## config.mk

```make
export PLATFORM = sky130hd
export DESIGN_NAME = game_ctrl_flat
export DESIGN_NICKNAME = d
export VERILOG_FILES = /design/src/rtl/game_ctrl_if.sv /design/src/rtl/game_ctrl.sv /design/src/flat_wrapper.sv
export SDC_FILE = /design/constraint.sdc
export NUM_CORES = 1
export LEC_CHECK = 0
export CAP_MARGIN = 20
export CORE_UTILIZATION = 40
export CTS_BUF_LIST = sky130_fd_sc_hd__clkbuf_2
export CTS_CLUSTER_DIAMETER = 60
export DETAILED_ROUTE_END_ITERATION = 12
export PLACE_DENSITY_LB_ADDON = 0.2
export RECOVER_POWER = 100
export SYNTH_ARGS = -nofsm -noshare
export SYNTH_HDL_FRONTEND = slang
export SYNTH_SLANG_ARGS = --single-unit
```

## constraint.sdc

```tcl
create_clock -name clk -period 12.17 [get_ports clk]
set_clock_uncertainty 0.1 [all_clocks]
set_input_delay 3.0425 -clock clk [delete_from_list [all_inputs] [get_ports clk]]
set_output_delay 3.0425 -clock clk [all_outputs]
set_load 0.05 [all_outputs]
```

## src/rtl/game_ctrl_if.sv

```systemverilog
// Port bundle for game_ctrl: per-frame player controls in, complete scene layout out.
// There is no valid/ready pair here: frame_tick is a one-cycle strobe that qualifies
// motion, btn is level-sampled every cycle, and every output is a registered level.
interface game_ctrl_if;
    logic       frame_tick;
    logic       btn;
    logic [9:0] rnd;
    logic [3:0] state;
    logic [9:0] man_x;
    logic [9:0] man_y;
    logic [9:0] man_tall;
    logic [9:0] stage_x [0:1];
    logic [9:0] stage_w [0:1];
    logic [1:0] stage_color [0:1];
    logic [9:0] stage_y2;
    logic [7:0] score;

    modport master (
        output frame_tick, btn, rnd,
        input  state, man_x, man_y, man_tall, stage_x, stage_w, stage_color, stage_y2, score
    );

    modport slave (
        input  frame_tick, btn, rnd,
        output state, man_x, man_y, man_tall, stage_x, stage_w, stage_color, stage_y2, score
    );
endinterface

```

## src/rtl/game_ctrl.sv

```systemverilog
// Jump-game controller: charge with the button, fly a ballistic arc, land, scroll the
// scene left and drop in a freshly randomised target stage.
module game_ctrl (
    input  logic       clk,
    input  logic       rst,
    game_ctrl_if.slave bus
);
    typedef enum logic [3:0] {
        START  = 4'd0,
        IDLE   = 4'd1,
        CHARGE = 4'd2,
        JUMP   = 4'd3,
        LAND   = 4'd4,
        SCROLL = 4'd5,
        DROP   = 4'd6,
        DEAD   = 4'd7
    } state_t;

    localparam logic [9:0] HOME_X   = 10'd200;
    localparam logic [9:0] GROUND_Y = 10'd500;
    localparam logic [9:0] BODY     = 10'd40;
    localparam logic [9:0] MAX_X    = 10'd799;

    state_t            st;
    logic              btn_prev;
    logic [7:0]        power;
    logic signed [5:0] vy;
    logic [4:0]        dx;
    logic [4:0]        frame_cnt;

    logic        rise;
    logic        load_init;
    logic [7:0]  power_inc;
    logic [10:0] jump_x;
    logic [9:0]  gap0;
    logic [9:0]  gap1;
    logic [9:0]  span;
    logic [9:0]  step;

    assign bus.state = st;
    assign rise      = bus.btn & ~btn_prev;
    // Reset, an illegal code, and restarting from DEAD all rebuild the same layout.
    assign load_init = ~rst | st[3] | ((st == DEAD) & rise);
    assign power_inc = (power > 8'd253) ? 8'hFF : power + 8'd2;
    assign jump_x    = {1'b0, bus.man_x} + {6'b0, dx};
    assign gap0      = (bus.man_x >= bus.stage_x[0]) ? bus.man_x - bus.stage_x[0]
                                                     : bus.stage_x[0] - bus.man_x;
    assign gap1      = (bus.man_x >= bus.stage_x[1]) ? bus.man_x - bus.stage_x[1]
                                                     : bus.stage_x[1] - bus.man_x;
    assign span      = bus.stage_x[1] - HOME_X;
    assign step      = (span > 10'd8) ? 10'd8 : span;

    always_ff @(posedge clk) begin
        btn_prev <= rst ? bus.btn : 1'b1;
        if (load_init) begin
            st                 <= (rst && st == DEAD) ? IDLE : START;
            bus.man_x          <= HOME_X;
            bus.man_y          <= GROUND_Y;
            bus.man_tall       <= BODY;
            bus.stage_x[0]     <= HOME_X;
            bus.stage_w[0]     <= 10'd50;
            bus.stage_color[0] <= 2'b00;
            bus.stage_x[1]     <= 10'd500;
            bus.stage_w[1]     <= 10'd40;
            bus.stage_color[1] <= 2'b11;
            bus.stage_y2       <= GROUND_Y;
            bus.score          <= 8'd0;
            power              <= 8'd0;
            vy                 <= 6'sd0;
            dx                 <= 5'd0;
            frame_cnt          <= 5'd0;
        end else begin
            case (st)
                START: if (rise) st <= IDLE;
                IDLE: begin
                    if (rise) begin
                        st    <= CHARGE;
                        power <= 8'd0;
                    end
                end
                CHARGE: begin
                    // Release wins over a coincident tick: the last frame adds no power.
                    if (!bus.btn) begin
                        st           <= JUMP;
                        bus.man_tall <= BODY;
                        vy           <= 6'sd12;
                        dx           <= power[7:3];
                        frame_cnt    <= 5'd0;
                    end else if (bus.frame_tick) begin
                        power        <= power_inc;
                        bus.man_tall <= BODY - {6'd0, power_inc[7:4]};
                    end
                end
                JUMP: begin
                    if (bus.frame_tick) begin
                        bus.man_y <= bus.man_y - {{4{vy[5]}}, vy};
                        vy        <= vy - 6'sd1;
                        bus.man_x <= (jump_x > 11'd799) ? MAX_X : jump_x[9:0];
                        frame_cnt <= frame_cnt + 5'd1;
                        if (frame_cnt == 5'd24) st <= LAND;
                    end
                end
                LAND: begin
                    if (gap1 <= bus.stage_w[1]) begin
                        bus.score <= (bus.score == 8'hFF) ? 8'hFF : bus.score + 8'd1;
                        st        <= SCROLL;
                    end else if (gap0 <= bus.stage_w[0]) begin
                        st <= IDLE;
                    end else begin
                        st <= DEAD;
                    end
                end
                SCROLL: begin
                    // Target has reached home: it becomes the current stage and a new one spawns.
                    if (bus.stage_x[1] == HOME_X) begin
                        bus.stage_x[0]     <= bus.stage_x[1];
                        bus.stage_w[0]     <= bus.stage_w[1];
                        bus.stage_color[0] <= bus.stage_color[1];
                        bus.stage_x[1]     <= 10'd450 + {2'b00, bus.rnd[7:0]};
                        bus.stage_w[1]     <= 10'd30 + {5'b00000, bus.rnd[4:0]};
                        bus.stage_color[1] <= bus.rnd[9:8];
                        bus.stage_y2       <= 10'd0;
                        st                 <= DROP;
                    end else if (bus.frame_tick) begin
                        bus.stage_x[1] <= bus.stage_x[1] - step;
                        bus.stage_x[0] <= (bus.stage_x[0] > step) ? bus.stage_x[0] - step : 10'd0;
                        bus.man_x      <= (bus.man_x > step) ? bus.man_x - step : 10'd0;
                    end
                end
                DROP: begin
                    if (bus.frame_tick) begin
                        bus.stage_y2 <= bus.stage_y2 + 10'd20;
                        if (bus.stage_y2 == 10'd480) st <= IDLE;
                    end
                end
                DEAD: ;
                default: ;
            endcase
        end
    end
endmodule

```

## src/flat_wrapper.sv

```systemverilog
// flat-port wrapper written by rule: the top's interface ports become plain ports
module game_ctrl_flat 
  (clk, rst, bus_frame_tick, bus_btn, bus_rnd, bus_state, bus_man_x, bus_man_y, bus_man_tall, bus_stage_x, bus_stage_w, bus_stage_color, bus_stage_y2, bus_score);
  game_ctrl_if bus_i ();
  input  logic clk;
  input  logic rst;
  input wire logic [$bits(bus_i.frame_tick)-1:0] bus_frame_tick;
  input wire logic [$bits(bus_i.btn)-1:0] bus_btn;
  input wire logic [$bits(bus_i.rnd)-1:0] bus_rnd;
  output wire logic [$bits(bus_i.state)-1:0] bus_state;
  output wire logic [$bits(bus_i.man_x)-1:0] bus_man_x;
  output wire logic [$bits(bus_i.man_y)-1:0] bus_man_y;
  output wire logic [$bits(bus_i.man_tall)-1:0] bus_man_tall;
  output wire logic [$bits(bus_i.stage_x)-1:0] bus_stage_x;
  output wire logic [$bits(bus_i.stage_w)-1:0] bus_stage_w;
  output wire logic [$bits(bus_i.stage_color)-1:0] bus_stage_color;
  output wire logic [$bits(bus_i.stage_y2)-1:0] bus_stage_y2;
  output wire logic [$bits(bus_i.score)-1:0] bus_score;
  assign bus_i.frame_tick = bus_frame_tick;
  assign bus_i.btn = bus_btn;
  assign bus_i.rnd = bus_rnd;
  assign bus_state = bus_i.state;
  assign bus_man_x = bus_i.man_x;
  assign bus_man_y = bus_i.man_y;
  assign bus_man_tall = bus_i.man_tall;
  assign bus_stage_x = {>>{bus_i.stage_x}};
  assign bus_stage_w = {>>{bus_i.stage_w}};
  assign bus_stage_color = {>>{bus_i.stage_color}};
  assign bus_stage_y2 = bus_i.stage_y2;
  assign bus_score = bus_i.score;
  game_ctrl u_core (.clk(clk), .rst(rst), .bus(bus_i));
endmodule
```

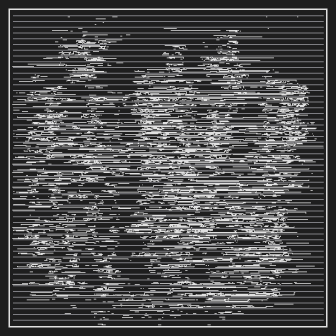
(images/layer_met1.png)
Supply wires on this layer in grey.
nets with wire on the layer: 1,193
share of all routed wire: 46%
longest straight run: 40.9 µm
wire length on this layer: 11,600 µm

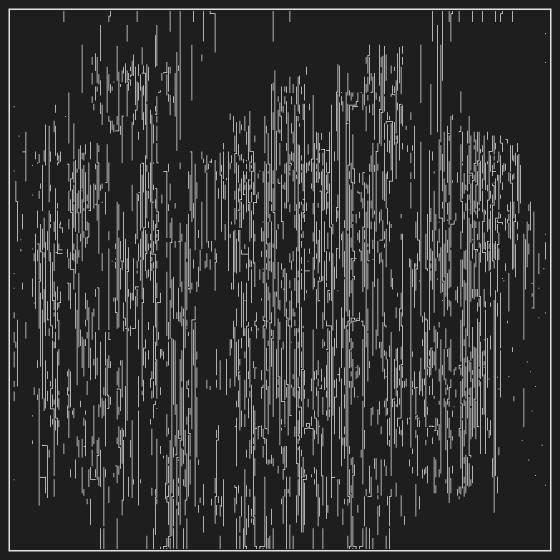
(images/layer_met2.png)
main direction: vertical
longest straight run: 60.7 µm

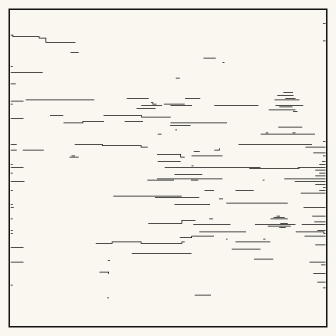
(images/layer_met3.png)
wire length on this layer: 1,230 µm
nets with wire on the layer: 105
main direction: horizontal
longest straight run: 45.1 µm
GR met3 Demand/Resource: 0.0390
via count: 8,242
Routed WL: 25.1 mm

## metal layers
metal	up-vias	share of wire	GRT usage	routed length [µm]
li1	4135	-	-	-
met1	3872	0.46	0.304	11600
met2	206	0.47	0.377	11800
met3	29	0.049	0.0390	1230
met4	0	0.017	0.0541	437
met5	-	0	0	0
## cells in the mapped netlist (7+ instances only)
library cell  instances  area [µm²]
dfxtp_1             102        2040
xnor2_1              40         350
nand4_1              15        93.8
fa_1                  8         160
inv_1                76         285
a22oi_1               8        60.1
o21ai_0              63         315
a21o_1               18         135
o211ai_1             14         105
nand2_1             116         435
a221oi_1              7        61.3
buf_4                17         128
nor2b_1              15        93.8
a21oi_1             110         551
o22ai_1               7        43.8
ha_1                 99        1240
nand3_1              46         230
nor3_1               27         135
o21bai_1              8        60.1
mux2i_1               8        80.1
a211oi_1             19         143
a31oi_1              15        93.8
xor2_1               21         184
and3_1                8        50.1
clkbuf_1             37         139
nor2_1               87         327
nand2b_1             15        93.8
buf_2                 7        35.0
## metrics by stage
stage,setup slack [ns],hold WS [ns]
finish,5.72,0.378
global route,5.39,0.402
CTS,6.66,0.381
detailed placement,6.77,0.353
global placement,6.83,0.341
floorplan,7.65,0.332
## where the power goes
part / leakage [nW] / switching, mW / internal, mW
Clock: 0.0743 / 0.130 / 0.0503
Sequential: 0.857 / 0.0643 / 0.378
Combinational: 3.20 / 0.475 / 0.286
Total: 4.13 / 0.670 / 0.714
## sequential cells by signal, summed over array words and instances, names as in the netlist
signal                  count
u_core.bus.stage_w         12
u_core.bus.man_x           10
u_core.frame_cnt            5
u_core.bus.man_y           10
u_core.dx                   5
u_core.bus.man_tall         6
u_core.power                7
u_core.vy                   6
u_core.btn_prev             1
u_core.bus.score            8
u_core.bus.state            3
u_core.bus.stage_x         20
u_core.bus.stage_y2         8
u_core.bus.stage_color      4
## worst max-delay path by stage
stage                             endpoint  slack [ns]  depth (start not counted)
finish                 u_core.bus.man_x[9]        5.72                          7
global route           u_core.bus.man_x[9]        5.39                          7
CTS                           bus_state[2]        6.66                          1
detailed placement  u_core.bus.man_tall[5]        6.77                          8
global placement    u_core.bus.man_tall[5]        6.83                          8
floorplan              u_core.bus.man_x[9]        7.65                          6
## layout make-up
| cell class | count | area share |
|---|---|---|
| Multi-Input combinational cell | 907 | 0.612 |
| Sequential cell | 105 | 0.215 |
| Inverter | 76 | 0.0288 |
| Timing Repair Buffer | 99 | 0.0976 |
| Clock inverter | 7 | 0.00758 |
| Tap cell | 275 | 0.0347 |
| Clock buffer | 9 | 0.00455 |
## cells by family after synthesis
kind of cell / after synthesis / share of synthesized area
simple gates: 373 / 0.207
compound gates: 325 / 0.239
buf+inv: 141 / 0.0728
fa+ha+maj: 107 / 0.161
flops: 105 / 0.245
xor+xnor: 62 / 0.0632
mux: 10 / 0.0118
other cells: 2 / 0.000862
## worst max-delay path: cells and delay by family
kind / cells / cell delay (ns)
AOI/OAI and AO/OA: 2 / 0.44
buffers and inverters: 3 / 3.04
and+or+nand+nor: 2 / 0.27
==> run notes <==
flow finished, numbers: Peak VDD IR 0.0829 mV, share of layout cells above drive strength 1 0.0366, fin crit period 6.45 ns, WP data arrival 6.79 ns, CP Data Required Time 12.51 ns, post-synthesis cell count from yosys 1,125, worst slew pin tran 3.24 ns, clk slew on worst S/H paths 0.30 ns, hold wc startpoint u_core.bus.stage_color[2], Antenna diodes 0, Unique masters post-synth 84, GP Congestion 0.905, drc violations 0, routed vias/inst 5.58, # rows 53, Fillers 2,128, first-pass GRT wire length 39.9 mm, Finished Cell Area 0.00991 mm², I/O pins 110, GRT Util Overall 0.227, critical path fanouts, max 65, Total Power 1.38 mW, FF-to-FF Start u_core.bus.man_x[0], max cap viols 1, final slew viol count 66, Setup Fix Bufs, Post-CTS 0, Longest Clk Path Bufs 2, Main synth FF type dfxtp_1, EDFF count, synth 3, RSZ-0062 raised after global routing no, critical path class in2reg, Relative slew margins -1.16, synthesized area 0.00871 mm², Latency at later pin 0.64 ns, run status finished, violations left, Yosys warning count 0, CP startpoint kind primary input, R2R Path End u_core.bus.state[2], Seq share, synth 0.245, clock sinks 105, Die Ht 150 µm, hold path depth 2, number of hold violations in the final report 0, Synth Area per Inst 7.75 µm², crit-path max cell delay 2.30 ns, warning total across the stage logs 48, Hold Path End u_core.bus.stage_color[2], antenna violations before repair 0, number of global-route vias before repair 7,591, Num CTS Buffers 9, Hold-fix buffers, CTS 0, Gate Count Post-Synth 1,125, Port Buf Inserts 94, flops out of synthesis 105, failing checks max-capacitance violations, max-slew violations, Initial Util 0.411, Layout Nets 1,319, area delta synth->final 13.7%, fin crit share 0.530, Post-DP HPWL 19.1 mm, Post-synth ARST share 0, Root Buffer clkbuf_2, Routed wire per std cell 17.0 µm, Max stage delay cell, worst path clkbuf_1, Initial DRC Count 534, Placed Area 0.00980 mm², Core Area 0.0212 mm², non-filler instance count after layout 1,478, final setup TNS 0 ns, CTS tree yes, most frequent logic cell in the layout nand2_1, worst r2r path cells 18, CTS HTree Levels 3, drt pass-1 iters 5, area of the die 0.0224 mm², Worst Setup SP bus_btn, fmax 155 MHz, placed insts 1,462, largest net degree at the start of global routing 66, GRT overflow 0, Final Util 0.467, Lkg Pwr 4.13 nW, Top cells excl fill/tap nand2_1, a21oi_1, dfxtp_1, yosys stat chip area 0.00871 mm², logic area 0.00606 mm², Crit. End Element flop, Worst Hold Class reg2reg, Die Width 150 µm
Power and IR drop assume default switching activity.
